run_1/density.png
(4 px per um) 8 x 8 tiles, from dark blue (low) to red (high), 0 to 100% covered.
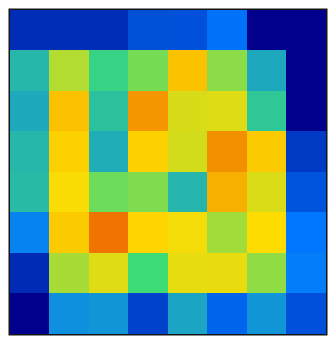
run_1/met3.png
(6 px per um)
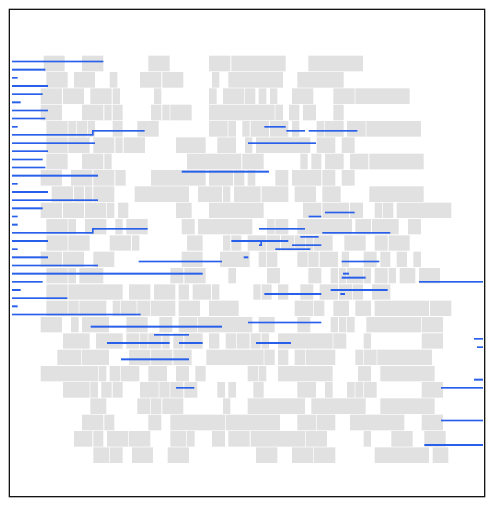
run_1/final_congestion.png
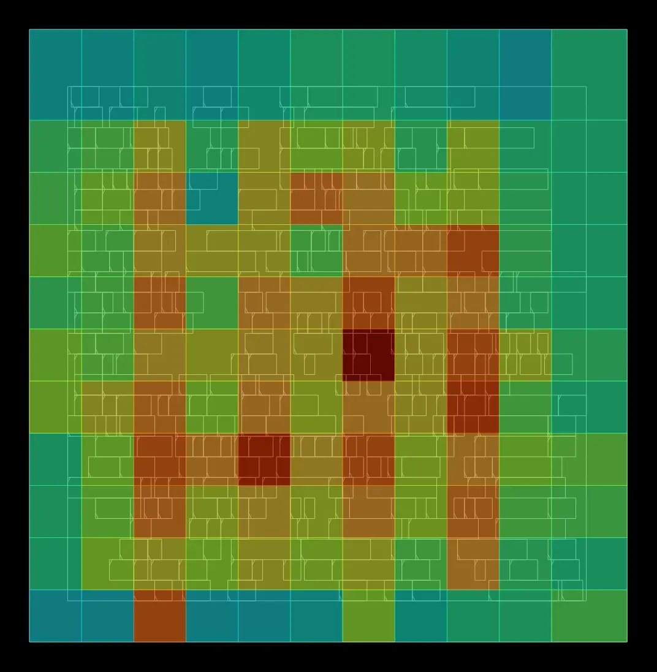
run_1/port_nets.png
(3 px per um)
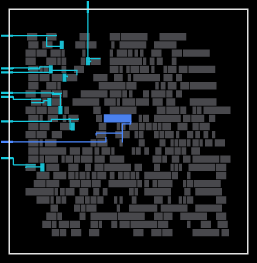
`src/rtl/jpeg_ctrl_pkg.sv`:
```
// -----------------------------------------------------------------------------
// jpeg_ctrl_pkg
// Shared types and constants for the JPEG control-path schedulers. These are the
// DCT block scheduler, and later the quantiser and Huffman schedulers.
//   sched_state_t   : scheduler FSM state encoding
//   SRC_Y/CB/CR     : requester indices on the packed source buses
//   *_DEF           : default block geometry and timing
//   sched_cnt_w()   : width of a counter that must reach both limits
// -----------------------------------------------------------------------------
package jpeg_ctrl_pkg;

  typedef enum logic [2:0] {
    IDLE,
    ARB,
    CLR,
    FEED,
    FLUSH,
    WAIT,
    DONE,
    ERR
  } sched_state_t;

  localparam int SRC_Y  = 0;
  localparam int SRC_CB = 1;
  localparam int SRC_CR = 2;

  localparam int PIX_PER_BLK_DEF = 64;
  localparam int FLUSH_CYC_DEF   = 2;
  localparam int CLR_CYC_DEF     = 2;
  localparam int TIMEOUT_DEF     = 1000;

  // One counter is shared by the CLR, FEED, FLUSH and WAIT phases. It must
  // therefore span the larger of the block length and the timeout.
  function automatic int sched_cnt_w(input int pix, input int tmo);
    int m;
    m = (pix > tmo) ? pix : tmo;
    return (m > 1) ? $clog2(m) : 1;
  endfunction

endpackage

```
`src/rtl/dct_block_scheduler_if.sv`:
```
// -----------------------------------------------------------------------------
// dct_block_scheduler_if
// Bundle between the block buffers, the shared DCT engine and the scheduler.
//   src_req/src_data/src_ready     : block-buffer side (one lane per source)
//   blk_done/blk_err               : per-source completion pulses
//   dct_rst/dct_enable/dct_data_in : engine control and pixel stream
//   dct_output_enable              : engine result-valid flag
//   busy/grant_id                  : status
// Modport master = scheduler, slave = surrounding environment.
// -----------------------------------------------------------------------------
interface dct_block_scheduler_if #(
  parameter int NUM_SRC = 3,
  parameter int IDX_W   = (NUM_SRC > 1) ? $clog2(NUM_SRC) : 1
);
  logic [NUM_SRC-1:0]   src_req;
  logic [8*NUM_SRC-1:0] src_data;
  logic [NUM_SRC-1:0]   src_ready;
  logic [NUM_SRC-1:0]   blk_done;
  logic [NUM_SRC-1:0]   blk_err;
  logic                 dct_rst;
  logic                 dct_enable;
  logic [7:0]           dct_data_in;
  logic                 dct_output_enable;
  logic                 busy;
  logic [IDX_W-1:0]     grant_id;

  modport master (
    input  src_req, src_data, dct_output_enable,
    output src_ready, blk_done, blk_err, dct_rst, dct_enable, dct_data_in,
           busy, grant_id
  );

  modport slave (
    output src_req, src_data, dct_output_enable,
    input  src_ready, blk_done, blk_err, dct_rst, dct_enable, dct_data_in,
           busy, grant_id
  );
endinterface

```
`src/rtl/rr_arbiter.sv`:
```
// -----------------------------------------------------------------------------
// rr_arbiter
// Combinational round-robin pick. The search starts at the index just after
// last_grant and wraps around.
//   req        in  N      request vector
//   last_grant in  IDX_W  index of the previous winner
//   gnt_oh     out N      one-hot winner (all zero if no request)
//   gnt_idx    out IDX_W  winner index (0 if no request)
//   gnt_vld    out 1      at least one request present
// -----------------------------------------------------------------------------
module rr_arbiter #(
  parameter int N     = 3,
  parameter int IDX_W = (N > 1) ? $clog2(N) : 1
) (
  input  logic [N-1:0]     req,
  input  logic [IDX_W-1:0] last_grant,
  output logic [N-1:0]     gnt_oh,
  output logic [IDX_W-1:0] gnt_idx,
  output logic             gnt_vld
);

  always_comb begin
    int k;
    gnt_oh  = '0;
    gnt_idx = '0;
    gnt_vld = 1'b0;
    k       = 0;
    // i = N revisits last_grant itself. A lone requester can therefore win
    // again, but only after every other index has been checked.
    for (int i = 1; i <= N; i++) begin
      k = int'(last_grant) + i;
      if (k >= N) k = k - N;
      if (!gnt_vld && req[IDX_W'(k)]) begin
        gnt_vld             = 1'b1;
        gnt_oh[IDX_W'(k)]   = 1'b1;
        gnt_idx             = IDX_W'(k);
      end
    end
  end

endmodule

```
`src/rtl/dct_block_scheduler.sv`:
```
// -----------------------------------------------------------------------------
// dct_block_scheduler
// Time-shares one 8x8 DCT engine among NUM_SRC block buffers (Y, Cb, Cr).
// Owners are picked round-robin, one 64-pixel block at a time. For each block:
//   ARB   pick the owner
//   CLR   hold the engine reset for CLR_CYC cycles
//   FEED  stream PIX_PER_BLK pixels
//   FLUSH keep enable high for FLUSH_CYC more cycles
//   WAIT  wait for the result flag, up to TIMEOUT cycles
//   DONE/ERR pulse to the owner
// Ports:
//   clk    in  system clock
//   rst_n  in  asynchronous active-low reset
//   bus    master side of dct_block_scheduler_if (see interface header)
// -----------------------------------------------------------------------------
module dct_block_scheduler
  import jpeg_ctrl_pkg::*;
#(
  parameter int NUM_SRC     = 3,
  parameter int PIX_PER_BLK = PIX_PER_BLK_DEF,
  parameter int FLUSH_CYC   = FLUSH_CYC_DEF,
  parameter int CLR_CYC     = CLR_CYC_DEF,
  parameter int TIMEOUT     = TIMEOUT_DEF
) (
  input  logic                   clk,
  input  logic                   rst_n,
  dct_block_scheduler_if.master  bus
);

  localparam int IDX_W = (NUM_SRC > 1) ? $clog2(NUM_SRC) : 1;
  localparam int CNT_W = sched_cnt_w(PIX_PER_BLK, TIMEOUT);

  sched_state_t       state;
  logic [CNT_W-1:0]   cnt;
  logic [IDX_W-1:0]   last_grant;
  logic [IDX_W-1:0]   grant_id;
  logic [NUM_SRC-1:0] grant_oh;
  logic [NUM_SRC-1:0] src_ready;
  logic [NUM_SRC-1:0] blk_done;
  logic [NUM_SRC-1:0] blk_err;
  logic               dct_rst;
  logic               dct_enable;
  logic               busy;

  logic [NUM_SRC-1:0] arb_oh;
  logic [IDX_W-1:0]   arb_idx;
  logic               arb_vld;
  logic [7:0]         pix [NUM_SRC];

  rr_arbiter #(.N(NUM_SRC), .IDX_W(IDX_W)) u_arb (
    .req        (bus.src_req),
    .last_grant (last_grant),
    .gnt_oh     (arb_oh),
    .gnt_idx    (arb_idx),
    .gnt_vld    (arb_vld)
  );

  // Outputs are registered on the transition into each state. They therefore
  // line up exactly with the state register. The engine reset register powers
  // up high and drops on the first clock after rst_n is released.
  always_ff @(posedge clk or negedge rst_n) begin
    if (!rst_n) begin
      state      <= IDLE;
      cnt        <= '0;
      last_grant <= IDX_W'(NUM_SRC - 1);
      grant_id   <= '0;
      grant_oh   <= '0;
      src_ready  <= '0;
      blk_done   <= '0;
      blk_err    <= '0;
      dct_rst    <= 1'b1;
      dct_enable <= 1'b0;
      busy       <= 1'b0;
    end else begin
      blk_done <= '0;
      blk_err  <= '0;
      case (state)
        IDLE: begin
          dct_rst <= 1'b0;
          if (|bus.src_req) begin
            state <= ARB;
            busy  <= 1'b1;
          end
        end
        ARB: begin
          if (arb_vld) begin
            state    <= CLR;
            grant_id <= arb_idx;
            grant_oh <= arb_oh;
            cnt      <= '0;
            dct_rst  <= 1'b1;
          end else begin
            state <= IDLE;
            busy  <= 1'b0;
          end
        end
        CLR: begin
          if (cnt == CNT_W'(CLR_CYC - 1)) begin
            state      <= FEED;
            cnt        <= '0;
            dct_rst    <= 1'b0;
            dct_enable <= 1'b1;
            src_ready  <= grant_oh;
          end else begin
            cnt <= cnt + 1'b1;
          end
        end
        FEED: begin
          if (cnt == CNT_W'(PIX_PER_BLK - 1)) begin
            state     <= FLUSH;
            cnt       <= '0;
            src_ready <= '0;
          end else begin
            cnt <= cnt + 1'b1;
          end
        end
        FLUSH: begin
          if (cnt == CNT_W'(FLUSH_CYC - 1)) begin
            state      <= WAIT;
            cnt        <= '0;
            dct_enable <= 1'b0;
          end else begin
            cnt <= cnt + 1'b1;
          end
        end
        WAIT: begin
          // The result flag is checked first, so a flag on the last allowed
          // cycle still counts as a success.
          if (bus.dct_output_enable) begin
            state    <= DONE;
            blk_done <= grant_oh;
          end else if (cnt == CNT_W'(TIMEOUT - 1)) begin
            state   <= ERR;
            blk_err <= grant_oh;
          end else begin
            cnt <= cnt + 1'b1;
          end
        end
        DONE, ERR: begin
          state      <= IDLE;
          busy       <= 1'b0;
          last_grant <= grant_id;
        end
        default: state <= IDLE;
      endcase
    end
  end

  // The pixel path is a plain mux. The owner's buffer drives its next pixel
  // in the same cycle that its ready strobe is high.
  always_comb begin
    for (int i = 0; i < NUM_SRC; i++) pix[i] = bus.src_data[8*i +: 8];
  end

  assign bus.dct_data_in = (state == FEED) ? pix[grant_id] : 8'd0;
  assign bus.src_ready   = src_ready;
  assign bus.blk_done    = blk_done;
  assign bus.blk_err     = blk_err;
  assign bus.dct_rst     = dct_rst;
  assign bus.dct_enable  = dct_enable;
  assign bus.busy        = busy;
  assign bus.grant_id    = grant_id;

endmodule
```
`src/flat_wrapper.sv`:
```
// flat-port wrapper written by rule: the top's interface ports become plain ports
module dct_block_scheduler_flat import jpeg_ctrl_pkg::*;
#(
  parameter int NUM_SRC     = 3,
  parameter int PIX_PER_BLK = PIX_PER_BLK_DEF,
  parameter int FLUSH_CYC   = FLUSH_CYC_DEF,
  parameter int CLR_CYC     = CLR_CYC_DEF,
  parameter int TIMEOUT     = TIMEOUT_DEF
)
  (clk, rst_n, bus_src_req, bus_src_data, bus_dct_output_enable, bus_src_ready, bus_blk_done, bus_blk_err, bus_dct_rst, bus_dct_enable, bus_dct_data_in, bus_busy, bus_grant_id);
  dct_block_scheduler_if #(.NUM_SRC(NUM_SRC)) bus_i ();
  input  logic clk;
  input  logic rst_n;
  input wire logic [$bits(bus_i.src_req)-1:0] bus_src_req;
  input wire logic [$bits(bus_i.src_data)-1:0] bus_src_data;
  input wire logic [$bits(bus_i.dct_output_enable)-1:0] bus_dct_output_enable;
  output wire logic [$bits(bus_i.src_ready)-1:0] bus_src_ready;
  output wire logic [$bits(bus_i.blk_done)-1:0] bus_blk_done;
  output wire logic [$bits(bus_i.blk_err)-1:0] bus_blk_err;
  output wire logic [$bits(bus_i.dct_rst)-1:0] bus_dct_rst;
  output wire logic [$bits(bus_i.dct_enable)-1:0] bus_dct_enable;
  output wire logic [$bits(bus_i.dct_data_in)-1:0] bus_dct_data_in;
  output wire logic [$bits(bus_i.busy)-1:0] bus_busy;
  output wire logic [$bits(bus_i.grant_id)-1:0] bus_grant_id;
  assign bus_i.src_req = bus_src_req;
  assign bus_i.src_data = bus_src_data;
  assign bus_i.dct_output_enable = bus_dct_output_enable;
  assign bus_src_ready = bus_i.src_ready;
  assign bus_blk_done = bus_i.blk_done;
  assign bus_blk_err = bus_i.blk_err;
  assign bus_dct_rst = bus_i.dct_rst;
  assign bus_dct_enable = bus_i.dct_enable;
  assign bus_dct_data_in = bus_i.dct_data_in;
  assign bus_busy = bus_i.busy;
  assign bus_grant_id = bus_i.grant_id;
  dct_block_scheduler #(.NUM_SRC(NUM_SRC), .PIX_PER_BLK(PIX_PER_BLK), .FLUSH_CYC(FLUSH_CYC), .CLR_CYC(CLR_CYC), .TIMEOUT(TIMEOUT)) u_core (.clk(clk), .rst_n(rst_n), .bus(bus_i));
endmodule
```
`config.mk`:
```
export PLATFORM = sky130hd
export DESIGN_NAME = dct_block_scheduler_flat
export DESIGN_NICKNAME = d
export VERILOG_FILES = /design/src/rtl/jpeg_ctrl_pkg.sv /design/src/rtl/dct_block_scheduler_if.sv /design/src/rtl/rr_arbiter.sv /design/src/rtl/dct_block_scheduler.sv /design/src/flat_wrapper.sv
export SDC_FILE = /design/constraint.sdc
export NUM_CORES = 1
export LEC_CHECK = 0
export CORE_AREA = 5 5 74 76
export DETAILED_ROUTE_END_ITERATION = 8
export DIE_AREA = 0 0 79 81
export PLACE_DENSITY_LB_ADDON = 0.2
export SYNTH_ARGS = -nofsm -noshare
export SYNTH_HDL_FRONTEND = slang
export SYNTH_SLANG_ARGS = --single-unit
```
`constraint.sdc`:
```
create_clock -name clk -period 2.9 [get_ports clk]
set_input_delay 0.29 -clock clk [delete_from_list [all_inputs] [get_ports clk]]
set_output_delay 0.29 -clock clk [all_outputs]
set_load 0.05 [all_outputs]
```
==> flow_summary_export.csv, run 1 <==
group,metric,value,unit
setup_path,crit_path_cell_trace,"inv_1 > ha_1 > inv_1 > mux2i_1 > o31a_1 > o211a_1 > mux2_2",
synth,yosys_area,2342,um2
sta,setup_viol,0,
clocking,cts_sinks,32,
synth,yosys_cells,266,
clocking,clockBufferDepth,2,
setup_path,crit_buf_inv,2,
placement,place_inst,361,
global_route,grt_max_degree,33,
die,die-width,79,um
setup_path,reg2reg_from,"u_core.last_grant[1]",
status,status,"finished clean",
die,die_area,6399,um2
sta,layout_min_cycle_time,2678,ps
setup_path,endpoint_kind,"flip-flop",
clocking,clk_pin_slew,70,ps
routing,avgViaCountPerCell,6.065,
pwr,p_leak,1.210,nW
global_route,antenna_found_initial,0,
synth,synth_cell_types,55,
setup_path,rrSetupSlack,220,ps
setup_path,crit_end,"u_core.cnt[0]",
routing,drt_iter0_drc,191,
placement,dpl_worst_slack,251.2,ps
final_layout,syn_to_final_growth,27.62,%
clocking,cts_resized,0,
pwr,cellPowerDensity,827.5,nW/um2
synth,floorplan.nets,304,
synth,edf_count,0,
job,warnings,33,
global_route,grt_pass1_wl,9563,um
synth,ff_type,"dfrtp_1",
setup_path,worstPathMaxFanout,10,
sta,max-slew-margin-rel,62.82,%
clocking,ctsHoldBuffers,0,
final_layout,logic_area,1380,um2
setup_path,critical_path_cell_count,7,
setup_path,critical_path.top_delay_family,"AND-OR/OR-AND gates",
synth,yosys_warnings,0,
setup_path,crit_type,"reg2reg",
final_layout,regArea,803.3,um2
placement,gp_congestion,0.8414,
sta,max_freq,373.4,MHz
final_layout,nNetsFinal,352,
sta,period_used_share,92.36,%
sta,skew,10.06,ps
clocking,post-cts-setup-buffers,0,
placement,hpwl,4305,um
sta,finalSetupTns,0,ps
## Picture notes: density.png
nearly empty tiles: 7.8%
fullest tile: 87%
emptiest ninth of the die: upper right
post-layout util: 64.13%
Floorplan Utilization: 50.26%
core footprint: 4661 um2

## Picture notes: met3.png
wire length on this layer: 493 um
longest straight run: 31.5 um
nets with wire on the layer: 61
share of all routed wire: 8.5%

## Picture notes: final_congestion.png
global-route usage over all layers: 18.58%
met1 Track Usage GR: 23.98%
average wire per standard cell: 15.70 um
Most Crowded Layer GR: met2

## Picture notes: port_nets.png
[cyan] `bus_dct_data_in` | bits: 8 | direction: output | edge: 7 left, 1 top | end cells: 8 | buffers: 8 | wire: 171 um
[blue] `bus_dct_enable` | bits: 1 | direction: output | edge: left | end cells: 1 | buffers: 1 | wire: 52.4 um
port bufs: 51
I/O Pins: 52

==> run 1: cells in the mapped netlist, drive strengths merged (2+ instances only) <==
cell | number | area share, %
nand2 | 9 | 1.4
or3 | 2 | 0.53
nand3 | 10 | 2.1
o22a | 3 | 1.1
and3 | 2 | 0.53
nor2b | 7 | 1.9
or2 | 2 | 0.53
buf | 8 | 2.7
o32a | 2 | 0.85
mux2i | 15 | 6.4
o221ai | 8 | 3.0
nor2 | 39 | 6.2
nor3 | 6 | 1.3
dfrtp | 30 | 32
a22o | 11 | 4.4
nand4 | 8 | 2.1
nand2b | 5 | 1.3
and4 | 2 | 0.75
nor4 | 5 | 2.0
ha | 8 | 4.3
dfstp | 2 | 2.2
a2bb2oi | 2 | 0.75
a31oi | 5 | 1.3
clkbuf | 11 | 1.9
o21ai | 8 | 1.7
mux2 | 5 | 2.4
inv | 13 | 2.1
a21oi | 18 | 3.8
==> run 1: metal layers <==
metal | share of wire (%) | GRT usage, % | routed length, um
met5 | 0 | 0 | 0
met4 | 0.45 | 3.608 | 26
met3 | 8.5 | 6.208 | 492
met2 | 47 | 30.64 | 2711
met1 | 44 | 23.98 | 2563
==> run 1: where the power goes <==
group	switching [mW]	internal (mW)	leakage (nW)
logic	0.836	0.533	0.754
registers	0.118	0.560	0.401
clock network	0.172	0.255	0.0552
total	1.13	1.35	1.21
==> run 1: area by class of cell <==
class,count,area share [%]
clock buffer,6,2.428
clock inverter,2,1.172
inverter,14,1.758
multi-input combinational,201,46.17
sequential,32,26.87
tap,54,2.260
timing repair buffer,60,19.34
==> run 1: layout by cell type, fill, tap and decap left out, drive strengths merged, types with 2 or more instances in the layout <==
master,count
dfrtp,30
nor2b,7
nand4,8
a22o,11
a2bb2oi,2
o221ai,8
and4,2
mux2,5
or2,2
clkinv,2
mux2i,15
clkdlybuf4s50,51
and3,2
or3,2
o22a,3
nor2,39
buf,9
inv,13
a31oi,5
nand2b,5
nor3,6
a21oi,18
o32a,2
ha,8
o21ai,8
nand2,9
nor4,5
clkbuf,6
dfstp,2
nand3,10
==> run 1: cells by family after synthesis <==
family	Yosys count	synth area share, %
adder cells (fa/ha/maj)	8	4.274
flip-flops	32	34.29
AND/OR/NAND/NOR	103	22.92
multiplexers	20	8.814
buffers and inverters	33	6.784
AND-OR/OR-AND	70	22.92
==> run 1: stage by stage <==
stage / cell area, um2 / util (%)
floorplan: 2342 / -
global placement: 2882 / 61.83
detailed placement: 2882 / 61.83
CTS: 2989 / 64.13
global route: 2989 / 64.13
finish: 2989 / 64.13
==> run 1: flip-flops by register name, summed over array words and instances (netlist names) <==
register	count
u_core.bus.blk_err	3
u_core.state	3
u_core.bus.blk_done	3
u_core.bus.src_ready	3
u_core.bus.dct_rst	1
u_core.cnt	10
u_core.bus.dct_enable	1
u_core.bus.busy	1
u_core.grant_oh	3
u_core.bus.grant_id	2
u_core.last_grant	2
run_1/clock_map.png
(4 px per um)
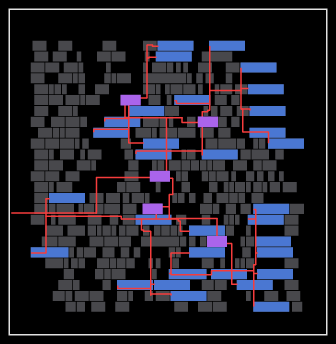

==> run 2: changes to the inputs <==
GPL_TIMING_DRIVEN = 0   (was default)
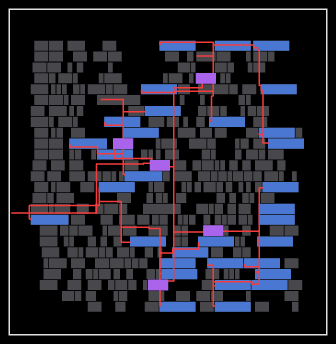
run_2/clock_map.png
(4 px per um)
[red] clock wires | length: 452 um
[purple] cells driving clock nets | count: 5
[blue] flip-flops | count: 32
routed clock nets: 6
Clk. pwr: 474 uW
clk_skew: 11.15 ps
Late-Pin Clk Latency: 290 ps

==> flow_summary_export.csv, run 2 <==
group,metric,value,unit
status,status,"finished clean",
final_layout,syn_to_final_growth,30.34,%
clocking,clockBufferDepth,2,
synth,floorplan.nets,304,
die,num_io_pins,52,
setup_path,r2r_cells,10,
synth,ff_type,"dfrtp_1",
sta,tightest_slew,718.5,ps
routing,drt_iter0_drc,257,
global_route,grt_pass1_wl,9735,um
clocking,clk_pin_slew,70,ps
synth,yosys.area.top_type,"dfrtp_1",
placement,place_inst,370,
placement,gp_congestion,0.8236,
synth,synth_cell_types,55,
global_route,antenna_found_initial,0,
final_layout,final_cell_mix,"clkdlybuf4s50_1, nor2_1, dfrtp_1",
synth,synth_area,2342,um2
pwr,cellPowerDensity,829.7,nW/um2
synth,yosys_warnings,0,
synth,top_cells_by_count,"nor2_1, dfrtp_1, a21oi_1, mux2i_1, inv_1",
synth,edf_count,0,
final_layout,top_register,"u_core.cnt",
sta,finalSetupTns,0,ps
sta,setup_viol,0,
clocking,ctsHoldBuffers,0,
sta,max-slew-margin-rel,52.10,%
synth,synth_top_cell_by_count,"nor2_1",
final_layout,nNetsFinal,361,
synth,yosys_cells,266,
global_route,grt_max_degree,33,
clocking,cts_sinks,32,
final_layout,regArea,804.5,um2
synth,yosys_area,2342,um2
clocking,post-cts-setup-buffers,0,
setup_path,crit_path_cell_trace,"inv_1 > ha_1 > buf_4 > mux2i_1 > nor2_1 > o31a_1 > buf_2 > o211a_1 > buf_6 > mux2_2",
die,die-width,79,um
synth,top_cell_area_share,32.05,%
sta,layout_min_cycle_time,2718,ps
sta,period_used_share,93.73,%
routing,avgViaCountPerCell,5.844,
synth,numSynthFlops,32,
pwr,p_leak,1.351,nW
setup_path,worstPathMaxFanout,10,
setup_path,crit_buf_inv,4,
placement,io_buffer_count,50,
die,core_area,4661,um2
setup_path,critical_path.top_delay_family,"buffers and inverters",
sta,rsz0062_at_grt,"no",
setup_path,critical_path_cell_count,10,
final_layout,largest_register_ffs,10,
setup_path,rrSetupSlack,180,ps
die,fp_util,50.26,%
setup_path,endpoint_kind,"flip-flop",
setup_path,crit_type,"reg2reg",
synth,area_leaders,"dfrtp_1, mux2i_1, nor2_1",
sta,max_freq,367.9,MHz
placement,hpwl,4285,um
die,die_area,6399,um2
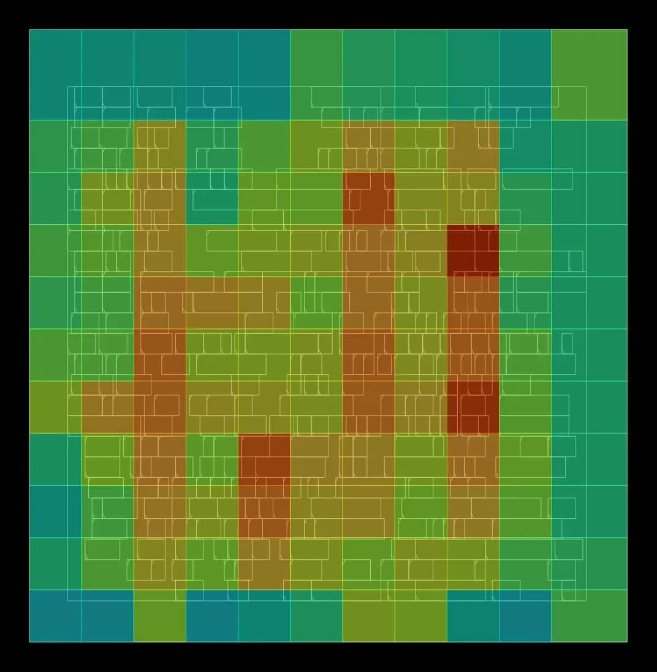
run_2/final_congestion.png
average wire per standard cell: 15.39 um
post-layout util: 65.50%
M3 GR Usage: 6.319%
global-route usage over all layers: 18.95%

-- run 2: cell counts after synthesis --
No cell type changed its count.
-- run 2: worst reg2reg max path: cells and delay by family, from the launching register on --
kind,cells,cell delay (ps)
mux,2,480
simple gates,1,100
fa+ha+maj,1,330
flops,1,560
compound gates,2,540
buf+inv,4,590
-- run 2: cell families (layout without fill, tap and decap cells) --
| group | Yosys count | count (layout) | share of synthesized area, % |
|---|---|---|---|
| compound gates | 70 | 70 | 22.92 |
| flops | 32 | 32 | 34.29 |
| buf+inv | 33 | 91 | 6.784 |
| simple gates | 103 | 103 | 22.92 |
| fa+ha+maj | 8 | 8 | 4.274 |
| mux | 20 | 20 | 8.814 |
-- run 2: stage by stage --
stage	total power [mW]	setup WS, ps	hold WS [ps]	instance area [um2]
CTS	2.547	23.23	71.00	3032
finish	2.533	182.0	48.87	3053
floorplan	1.656	445.9	-5.591	2342
global route	2.695	26.37	122.8	3053
global placement	2.046	187.1	488.3	2910
detailed placement	2.067	115.9	387.0	2905
-- run 2: power by group --
group / leakage, nW / total (mW) / internal [mW] / switching [mW]
registers: 0.399 / 0.658 / 0.560 / 0.0981
logic: 0.887 / 1.40 / 0.539 / 0.862
clock network: 0.0645 / 0.474 / 0.303 / 0.171
total: 1.35 / 2.53 / 1.40 / 1.13
-- run 2: metal layers --
metal  wire length [um]  share of wire [%]  track usage [%]  vias to the layer above
met5                  0                  0                0                        -
met4                 60                1.0            6.014                        0
met3                508                8.7            6.319                        6
met2               2590                 45            29.46                       67
met1               2659                 46            24.95                     1037
li1                   -                  -                -                     1099
-- run 2: final cells by class --
cell class	count	share of cell area, %
buffer	19	3.484
clock buffer	7	3.156
clock inverter	1	0.9836
inverter	14	1.721
multi-input combinational	201	45.20
sequential	32	26.35
tap	54	2.213
timing repair buffer	50	16.89
-- run 2: repair_timing --
action,in CTS,in global routing
gates resized,0,9
setup endpoints to repair,0,14
hold endpoints to repair,0,0
-- run 2: worst paths after layout --
kind / to
worst max-delay path: u_core.cnt[0]
worst min-delay path: u_core.state[1]
worst max register to register: u_core.cnt[0]
worst min register to register: u_core.bus.src_ready[2]
max in group asynchronous: u_core.last_grant[0]
min in group clk: u_core.grant_oh[2]
run_2/density.png
(4 px per um) 8 x 8 tiles, from dark blue (low) to red (high), 0 to 100% covered.
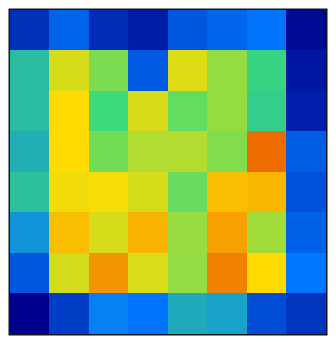

==> run 3: changes to the inputs <==
HOLD_SLACK_MARGIN = 0.02   (was default)
SETUP_SLACK_MARGIN = 0.1   (was default)
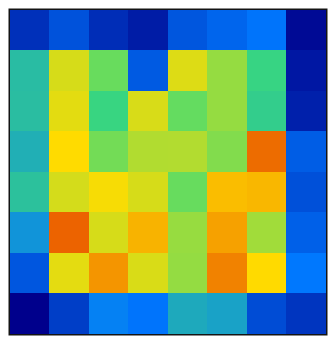
run_3/density.png
(4 px per um) 8 x 8 tiles, from dark blue (low) to red (high), 0 to 100% covered.
densest ninth of the die: centre
tiles over 75% full: 16%
fullest tile: 89%
post-layout util: 65.45%

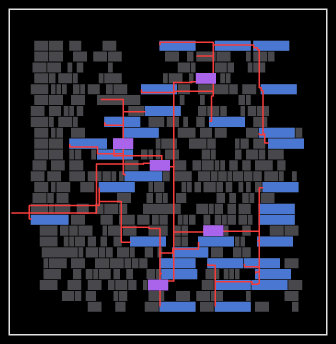
run_3/clock_map.png
(4 px per um)
[red] clock wires | length: 448 um
[purple] cells driving clock nets | count: 5
[blue] flip-flops | count: 32
routed clock nets: 6

==> flow_summary_export.csv, run 3 <==
group,metric,value,unit
placement,gp_congestion,0.8236,
final_layout,nNetsFinal,361,
synth,synth_cell_types,55,
global_route,grt_pass1_wl,9735,um
synth,yosys.area.top_type,"dfrtp_1",
final_layout,largest_register_ffs,10,
pwr,p_leak,1.305,nW
hold_path,hold_class,"in2async",
pwr,max-vdd-ir-drop,0.0004466,V
sta,finalSetupTns,0,ps
routing,first_pass_iters,4,
final_layout,fin_cells,378,
setup_path,cp-start-kind,"flip-flop",
die,rows,25,
synth,edf_count,0,
die,num_io_pins,52,
job,warnings,33,
sta,setup_viol,0,
die,die-width,79,um
sta,hold_viol_final,0,
synth,synth_top_cell_by_count,"nor2_1",
global_route,grt_pass1_vias,2067,
die,die_area,6399,um2
synth,top_cell_area_share,32.05,%
pwr,power,2.519,mW
synth,numSynthFlops,32,
global_route,grt_max_degree,33,
synth,synth_area,2342,um2
final_layout,final_cell_mix,"clkdlybuf4s50_1, nor2_1, dfrtp_1",
clocking,worstSkewPairLatency,290,ps
clocking,ctsHoldBuffers,0,
die,fp_util,50.26,%
sta,max_freq,373.6,MHz
final_layout,syn_to_final_growth,30.24,%
routing,routed_wl,5823,um
placement,io_buffer_count,50,
setup_path,worst_ep_arrival_time,2840,ps
final_layout,fillerInstances,409,
sta,period_used_share,92.30,%
synth,yosys_area,2342,um2
placement,hpwl,4285,um
sta,rsz0062_at_grt,"no",
sta,skew,11.32,ps
placement,place_inst,370,
global_route,antenna_found_initial,0,
global_route,grt_usage,18.95,%
synth,area_leaders,"dfrtp_1, mux2i_1, nor2_1",
routing,wl_per_cell,15.40,um
global_route,grt.overflow.total,0,
setup_path,crit_type,"reg2reg",
clocking,cts_sinks,32,
synth,yosys_warnings,0,
sta,max-slew-margin-rel,52.55,%
setup_path,endpoint_kind,"flip-flop",
die,die_y,81,um
sta,setup_ws,223.4,ps
pwr,cellPowerDensity,825.9,nW/um2
synth,synthArstFlopShare,100.0,%
final_layout,top_register,"u_core.cnt",
clocking,clock-root-buffer,"clkbuf_8",
sta,tightest_slew,711.7,ps
final_layout,mostFrequentLayoutCell,"clkdlybuf4s50_1",
clocking,post-cts-setup-buffers,0,
synth,top_cells_by_count,"nor2_1, dfrtp_1, a21oi_1, mux2i_1, inv_1",
placement,placed_cell_area,2905,um2
synth,ff_type,"dfrtp_1",
final_layout,final_area,3050,um2
setup_path,worstPathMaxFanout,10,
routing,avgViaCountPerCell,5.815,
placement,dpl_worst_slack,115.9,ps
status,status,"finished clean",
clocking,clk_pin_slew,70,ps
setup_path,worst_ep_required_time,3070,ps
die,core_area,4661,um2
clocking,clockBufferDepth,2,
synth,floorplan.nets,304,
sta,layout_min_cycle_time,2677,ps
synth,yosys_cells,266,
routing,drt_iter0_drc,245,
run 3: netlist changes by cell type in the layout (fill, tap and decap cells not counted), sizes merged:
cell          delta
dlymetal6s2s     -4
dlygate4sd2      +4
run 3: path summary, 6_finish.rpt:
path | start | end | slack [ps] | cells past startpoint
hold / removal | rst_n | u_core.grant_oh[2] | 50 | 1
setup / recovery | u_core.last_grant[1] | u_core.cnt[0] | 220 | 10
max in group asynchronous | rst_n | u_core.last_grant[0] | 2340 | 1
min in group clk | bus_src_req[2] | u_core.grant_oh[2] | 350 | 3
setup reg to reg | u_core.last_grant[1] | u_core.cnt[0] | 220 | 10
hold reg to reg | u_core.bus.src_ready[2] | u_core.bus.src_ready[2] | 510 | 1
run 3: per-layer routing:
| metal | track usage (%) | vias to the layer above | wire, um |
|---|---|---|---|
| met5 | 0 | - | 0 |
| li1 | - | 1100 | - |
| met3 | 6.319 | 8 | 483 |
| met1 | 24.95 | 1031 | 2701 |
| met2 | 29.46 | 59 | 2559 |
| met4 | 6.014 | 0 | 78 |
run 3: where the power goes:
group / internal (mW) / switching, mW / total (mW) / leakage [nW]
registers: 0.560 / 0.0983 / 0.658 / 0.399
logic: 0.526 / 0.863 / 1.39 / 0.841
clock network: 0.303 / 0.170 / 0.473 / 0.0645
total: 1.39 / 1.13 / 2.52 / 1.30
run 3: critical path, cell delays in order (launching register included):
cell,delay (ps)
dfstp_2,560
inv_1,100
ha_4,290
buf_4,160
mux2i_1,230
nor2_1,100
o31a_1,300
buf_2,200
o211a_1,230
buf_6,140
mux2_2,250
run 3: stage by stage:
step	hold slack, ps	utilization (%)
floorplan	-5.591	-
global placement	488.3	62.44
detailed placement	387.0	62.34
CTS	70.96	64.97
global route	122.8	65.45
finish	47.65	65.45
run 3: area by class of cell:
| type | instances | area, um2 | area share [%] |
|---|---|---|---|
| flip-flops and latches | 32 | 804.5 | 26.37 |
| well taps | 54 | 67.56 | 2.215 |
| repair buffers | 50 | 500.5 | 16.41 |
| clock inverters | 1 | 30.03 | 0.9844 |
| multi-input cells | 201 | 1393 | 45.65 |
| plain buffers | 19 | 106.4 | 3.486 |
| clock buffers | 7 | 96.34 | 3.158 |
| inverters | 14 | 52.55 | 1.723 |
run 3: what timing repair did:
| item | 4_1_cts | 5_1_grt |
|---|---|---|
| pin swaps | 0 | 0 |
| resized | 5 | 6 |
| setup endpoints to repair | 5 | 6 |
run 3: cells by family (layout without fill, tap and decap cells):
logic type,count (synthesis),in the layout,synth area share (%)
buf+inv,33,91,6.784
mux,20,20,8.814
flops,32,32,34.29
fa+ha+maj,8,8,4.274
compound gates,70,70,22.92
simple gates,103,103,22.92
Power figures rest on the tool's default switching activity, not on a simulated workload.
